==> run_1/placement_by_type.png <==
Scale bar: 50 um. Fill, decap, tap and diode cells in gray.
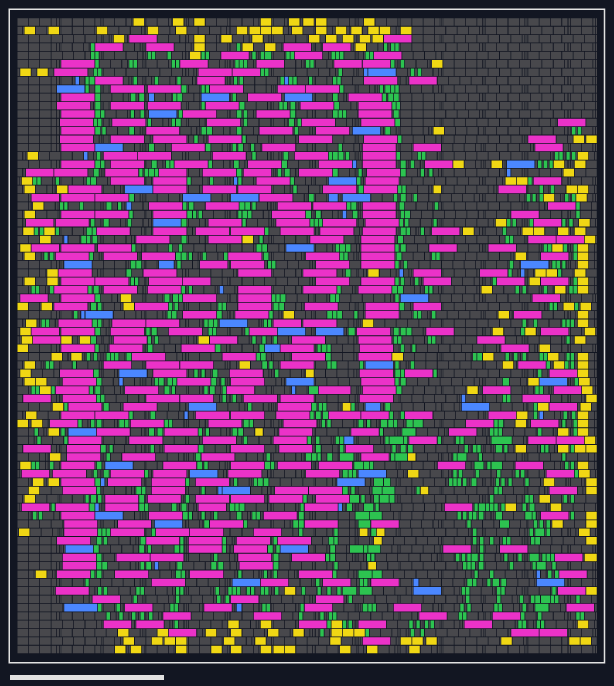
==> run_1/layer_met2.png <==
Scale bar: 50 um.
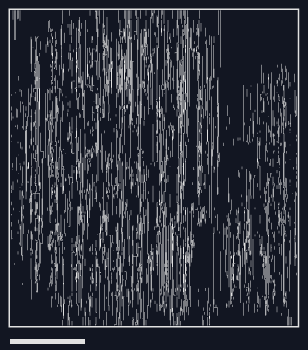
==> run_1/clk_routes.png <==
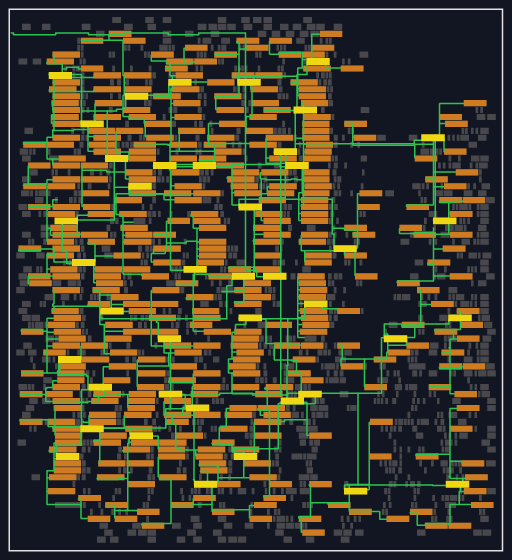
**src/rtl/fp_add_sequencer.sv**
```systemverilog
`default_nettype none
// ============================================================================
// Module   : fp_add_sequencer
// Purpose  : Operand FIFO and issue controller for fp_adder. Predicts the
//            adder latency per operation and captures its sum/error.
// Revision : 1.0  initial release
// ============================================================================
module fp_add_sequencer #(
    parameter int DEPTH    = 4,
    parameter int LAT_NORM = 4,
    parameter int LAT_EXC  = 2,
    parameter int ERRW     = 16
) (
    input  logic            clk,
    input  logic            rst_n,
    input  logic            in_valid,
    output logic            in_ready,
    input  logic [31:0]     in_a,
    input  logic [31:0]     in_b,
    output logic [31:0]     add_a,
    output logic [31:0]     add_b,
    output logic            add_valid,
    input  logic [31:0]     add_sum,
    input  logic            add_error,
    output logic            out_valid,
    input  logic            out_ready,
    output logic [31:0]     out_sum,
    output logic            out_error,
    output logic            busy,
    output logic [ERRW-1:0] err_cnt
);

    localparam int c_aw      = $clog2(DEPTH);
    localparam int c_lat_max = (LAT_NORM > LAT_EXC) ? LAT_NORM : LAT_EXC;
    localparam int c_cw      = $clog2(c_lat_max + 1);
    localparam logic [c_cw-1:0] c_cnt_norm = c_cw'(LAT_NORM - 1);
    localparam logic [c_cw-1:0] c_cnt_exc  = c_cw'(LAT_EXC - 1);

    typedef enum logic [1:0] {
        S_IDLE  = 2'd0,
        S_ISSUE = 2'd1,
        S_WAIT  = 2'd2
    } state_t;

    state_t          r_state;
    logic [63:0]     r_mem [DEPTH];
    logic [c_aw:0]   r_wr_ptr;
    logic [c_aw:0]   r_rd_ptr;
    logic [31:0]     r_op_a;
    logic [31:0]     r_op_b;
    logic [c_cw-1:0] r_cnt;
    logic            r_add_valid;
    logic            r_out_valid;
    logic [31:0]     r_out_sum;
    logic            r_out_error;
    logic [ERRW-1:0] r_err_cnt;

    logic w_full;
    logic w_empty;
    logic w_push;
    logic w_pop;
    logic w_exc;

    // Pointers carry an extra wrap bit so full and empty are distinguishable.
    assign w_full  = (r_wr_ptr[c_aw] != r_rd_ptr[c_aw]) &&
                     (r_wr_ptr[c_aw-1:0] == r_rd_ptr[c_aw-1:0]);
    assign w_empty = (r_wr_ptr == r_rd_ptr);
    assign w_push  = in_valid && !w_full;
    assign w_pop   = (r_state == S_IDLE) && !w_empty && !r_out_valid;
    assign w_exc   = (r_op_a[30:23] == 8'hFF) || (r_op_b[30:23] == 8'hFF);

    always_ff @(posedge clk) begin
        if (w_push) begin
            r_mem[r_wr_ptr[c_aw-1:0]] <= {in_a, in_b};
        end
    end

    always_ff @(posedge clk or negedge rst_n) begin
        if (!rst_n) begin
            r_wr_ptr <= '0;
            r_rd_ptr <= '0;
        end else begin
            if (w_push) r_wr_ptr <= r_wr_ptr + 1'b1;
            if (w_pop)  r_rd_ptr <= r_rd_ptr + 1'b1;
        end
    end

    // r_cnt counts down to the adder's FINISH cycle: issue cycle + latency.
    always_ff @(posedge clk or negedge rst_n) begin
        if (!rst_n) begin
            r_state     <= S_IDLE;
            r_op_a      <= '0;
            r_op_b      <= '0;
            r_cnt       <= '0;
            r_add_valid <= 1'b0;
            r_out_valid <= 1'b0;
            r_out_sum   <= '0;
            r_out_error <= 1'b0;
            r_err_cnt   <= '0;
        end else begin
            r_add_valid <= 1'b0;
            if (r_out_valid && out_ready) begin
                r_out_valid <= 1'b0;
            end
            case (r_state)
                S_IDLE: begin
                    if (w_pop) begin
                        {r_op_a, r_op_b} <= r_mem[r_rd_ptr[c_aw-1:0]];
                        r_add_valid      <= 1'b1;
                        r_state          <= S_ISSUE;
                    end
                end
                S_ISSUE: begin
                    r_cnt   <= w_exc ? c_cnt_exc : c_cnt_norm;
                    r_state <= S_WAIT;
                end
                S_WAIT: begin
                    if (r_cnt == '0) begin
                        r_out_sum   <= add_sum;
                        r_out_error <= add_error;
                        r_out_valid <= 1'b1;
                        if (add_error && (r_err_cnt != {ERRW{1'b1}})) begin
                            r_err_cnt <= r_err_cnt + 1'b1;
                        end
                        r_state <= S_IDLE;
                    end else begin
                        r_cnt <= r_cnt - 1'b1;
                    end
                end
                default: r_state <= S_IDLE;
            endcase
        end
    end

    assign in_ready  = !w_full;
    assign add_a     = r_op_a;
    assign add_b     = r_op_b;
    assign add_valid = r_add_valid;
    assign out_valid = r_out_valid;
    assign out_sum   = r_out_sum;
    assign out_error = r_out_error;
    assign err_cnt   = r_err_cnt;
    assign busy      = (r_state != S_IDLE) || !w_empty || r_out_valid;

endmodule
`default_nettype wire

```
**config.mk**
```make
export PLATFORM = sky130hd
export DESIGN_NAME = fp_add_sequencer
export DESIGN_NICKNAME = d
export VERILOG_FILES = /design/src/rtl/fp_add_sequencer.sv
export SDC_FILE = /design/constraint.sdc
export NUM_CORES = 1
export LEC_CHECK = 0
export ABC_AREA = 1
export CELL_PAD_IN_SITES_DETAIL_PLACEMENT = 0
export CELL_PAD_IN_SITES_GLOBAL_PLACEMENT = 2
export CORE_ASPECT_RATIO = 1.1
export CORE_MARGIN = 2
export CORE_UTILIZATION = 38
export CTS_CLUSTER_SIZE = 12
export DETAILED_ROUTE_END_ITERATION = 6
export PLACE_DENSITY = 0.85
export SYNTH_ARGS = -nofsm -noshare
export SYNTH_HDL_FRONTEND = slang
export SYNTH_SLANG_ARGS = --single-unit
export TNS_END_PERCENT = 10
```
**constraint.sdc**
```tcl
create_clock -name clk -period 9.45 [get_ports clk]
set_input_delay 0.945 -clock clk [delete_from_list [all_inputs] [get_ports clk]]
set_output_delay 0.945 -clock clk [all_outputs]
set_load 0.01 [all_outputs]
```
==> impl_metrics.yaml, run 1 <==
# implementation run metrics
cts:
  post_cts_resized: 0
  cts_tree: "built"
  post_cts_buffers: 0
  cts_buffers: 41
  clk_latency_ns: 0.53
  clock_path_buffers: 3
grt:
  grt_pass1_wl_um: 53300
  use_met1_pct: 21.2
  grt_max_degree: 101
  grt_pass1_vias: 9946
  use_met3_pct: 3.62
placement:
  placed_cell_area_mm2: 0.0175
sta:
  relSlewSlack_pct: 28.6
  setup_viol: 0
  grt_setup_unrepaired: "false"
  min_period_ns: 3.24
  drv_slew: 0
  finalClockPeriodUsage_pct: 34.3
yosys:
  ys_sh_mux_pct: 0
  top_area_share_pct: 51.4
  edf_count: 256
  compound_area_share_pct: 7.01
  top_area_cell: "edfxtp_1"
  syn_inst: 1326
  fa_ha_area_share_pct: 0.670
  top_logic_kind: "simple AND/OR/NAND/NOR gates"
layout:
  layout.nonclk_buf_share_pct: 12.0
  nFillCells: 3550
  final_nets: 1641
  layout_top_cell: "nand2_1"
  largest_reg_flops: 256
  largest_cell_class: "flip-flops and latches"
  num_antenna_cells: 1
  layout_top_cells: "nand2_1, edfxtp_1, clkdlybuf4s50_1"
  clkbuf_count: 62
  area_delta_synth_final_pct: 25.6
  comb_area_share_pct: 19.8
  design_area_mm2: 0.0188
power_and_ir_drop:
  powerDensity_mw_per_mm2: 325
  finalPower_uw: 6100
  irDropWorstVdd_v: 0.000225
detailed_routing:
  routed-wl-met2_um: 16700
  avgViaCountPerCell: 4.81
critical_path:
  required_ns: 8.51
  ff2ff_setup_slack_ns: 6.42
  cpPeakStageDelay_ns: 0.69
status:
  outcome: "finished, final reports clean"
floorplanning:
  initial_utilization_pct: 38.3
  die_w_um: 193
Back to the opening pictures, placement_by_type.png:
Magenta marks flops, cells 382. Yellow marks other buffers and delay cells, cells 227. Green marks combinational and other logic, cells 880. Blue marks clock drivers and dummy loads, cells 75.

Back to the opening pictures, layer_met2.png:
The layer carries 16700 um of wire. The layer holds 48% of the routed length. 1265 nets have wire on it.

Back to the opening pictures, clk_routes.png:
Yellow marks clock drivers, count 41. Orange marks flip-flops, count 382. Green marks clock wires, length 4540 um.
Position of the flops: spread over the die. There are 42 routed clock nets.

[run 1: where the power goes]
group          internal (uW)  switching, uW
Combinational            810           1240
Clock                    856            615
Sequential              2320            266
[run 1: cell families (layout without fill, tap and decap cells)]
logic type               after synthesis  after routing
adder cells (fa/ha/maj)                8              8
AND/OR/NAND/NOR                      624            624
buffers and inverters                 90            328
other                                  0              1
XOR/XNOR                              16             16
AND-OR/OR-AND                        206            206
flip-flops                           382            382
[run 1: worst max-delay path: cells and delay by family, from the launching register on]
kind / cells / cell delay [ns]
buffers and inverters: 1 / 0.52
AND/OR/NAND/NOR: 1 / 0.20
flip-flops: 1 / 0.69
XOR/XNOR: 1 / 0.33
## Run 2: what changed since run 1
--- a/config.mk
+++ b/config.mk
@@ -10,10 +10,10 @@
 export CELL_PAD_IN_SITES_GLOBAL_PLACEMENT = 2
 export CORE_ASPECT_RATIO = 1.1
 export CORE_MARGIN = 2
-export CORE_UTILIZATION = 38
+export CORE_UTILIZATION = 36
 export CTS_CLUSTER_SIZE = 12
 export DETAILED_ROUTE_END_ITERATION = 6
-export PLACE_DENSITY = 0.85
+export PLACE_DENSITY = 0.81
 export SYNTH_ARGS = -nofsm -noshare
 export SYNTH_HDL_FRONTEND = slang
 export SYNTH_SLANG_ARGS = --single-unit
==> constraint.sdc (replaced) <==
create_clock -name clk -period 3.3 [get_ports clk]
set_input_delay 0.33 -clock clk [delete_from_list [all_inputs] [get_ports clk]]
set_output_delay 0.33 -clock clk [all_outputs]
set_load 0.01 [all_outputs]
==> run_2/power_grid.png <==
Pins as bars on the die edge. Tap cells in gray.
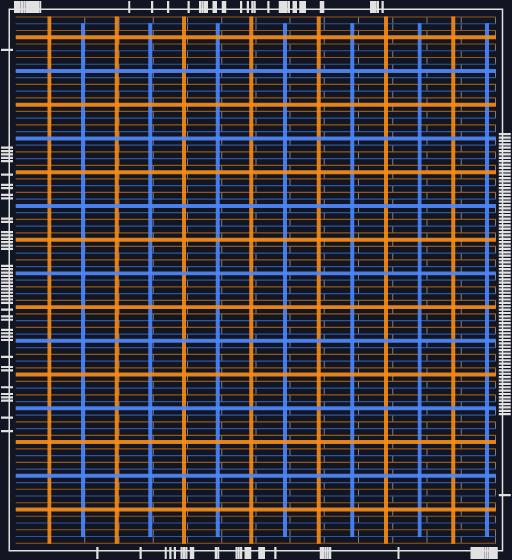
Orange marks VSS. Blue marks VDD.
15 straps on met5. 14 straps on met4. 560 tap cells. 218 signal pins sit on the boundary.

==> run 2 against run 1 <==
Against the previous run: worst setup slack worse by 5.4 ns; synthesized area stayed put; utilization is 1.9 points lower; flip-flop count stayed put; critical path depth is 3 higher; design area is 1.2% higher; clock-buffer cell count is 4 lower; combinational power went up to 3.1 times the previous value; final cell count is 2.9% higher; hold slack worse by 0.071 ns; first-iteration DRC count is 1.8% higher; sequential power went up to 2.8 times the previous value; largest cell class unchanged; highest routed layer is now met4.
==> impl_metrics.yaml, run 2 <==
# implementation run metrics
status:
  outcome: "finished, final reports clean"
grt:
  use_met3_pct: 3.73
  grt_pass1_wl_um: 56200
sta:
  grt_setup_unrepaired: "false"
  drv_slew: 0
floorplanning:
  initial_utilization_pct: 36.4
power_and_ir_drop:
  power_frac_clock_pct: 24.2
  p_comb_share_pct: 35.3
  swShare_pct: 35.1
yosys:
  top_area_share_pct: 51.4
  compound_area_share_pct: 7.01
  top_logic_kind: "simple AND/OR/NAND/NOR gates"
  edf_count: 256
  syn_inst: 1326
layout:
  num_antenna_cells: 0
  largest_reg_flops: 256
  final_nets: 1651
cts:
  post_cts_resized: 0
  clk_latency_ns: 0.53
  post_cts_buffers: 0
critical_path:
  cpPeakStageDelay_ns: 0.73
  required_ns: 3.77
run 2: cell counts after synthesis:
No cell type changed its count.
run 2: worst paths after layout:
check / end / slack (ns)
worst max-delay path: add_b[15]$_DFFE_PN0P_ / 0.77
worst min-delay path: out_sum[0]$_DFFE_PN0P_ / 0.34
worst max register to register: add_b[15]$_DFFE_PN0P_ / 0.77
worst min register to register: out_sum[21]$_DFFE_PN0P_ / 0.47
max in group asynchronous: add_b[24]$_DFFE_PN0P_ / 2.05
min in group asynchronous: err_cnt[6]$_DFFE_PN0P_ / 0.42
run 2: area by class of cell:
cell class	instances	area [um2]
Clock buffer	58	1110
Clock inverter	17	144
Fill cell	3795	22100
Inverter	26	100
Multi-Input combinational cell	854	3720
Sequential cell	382	10800
Tap cell	560	701
Timing Repair Buffer	236	2380
Power figures rest on the tool's default switching activity, not on a simulated workload.
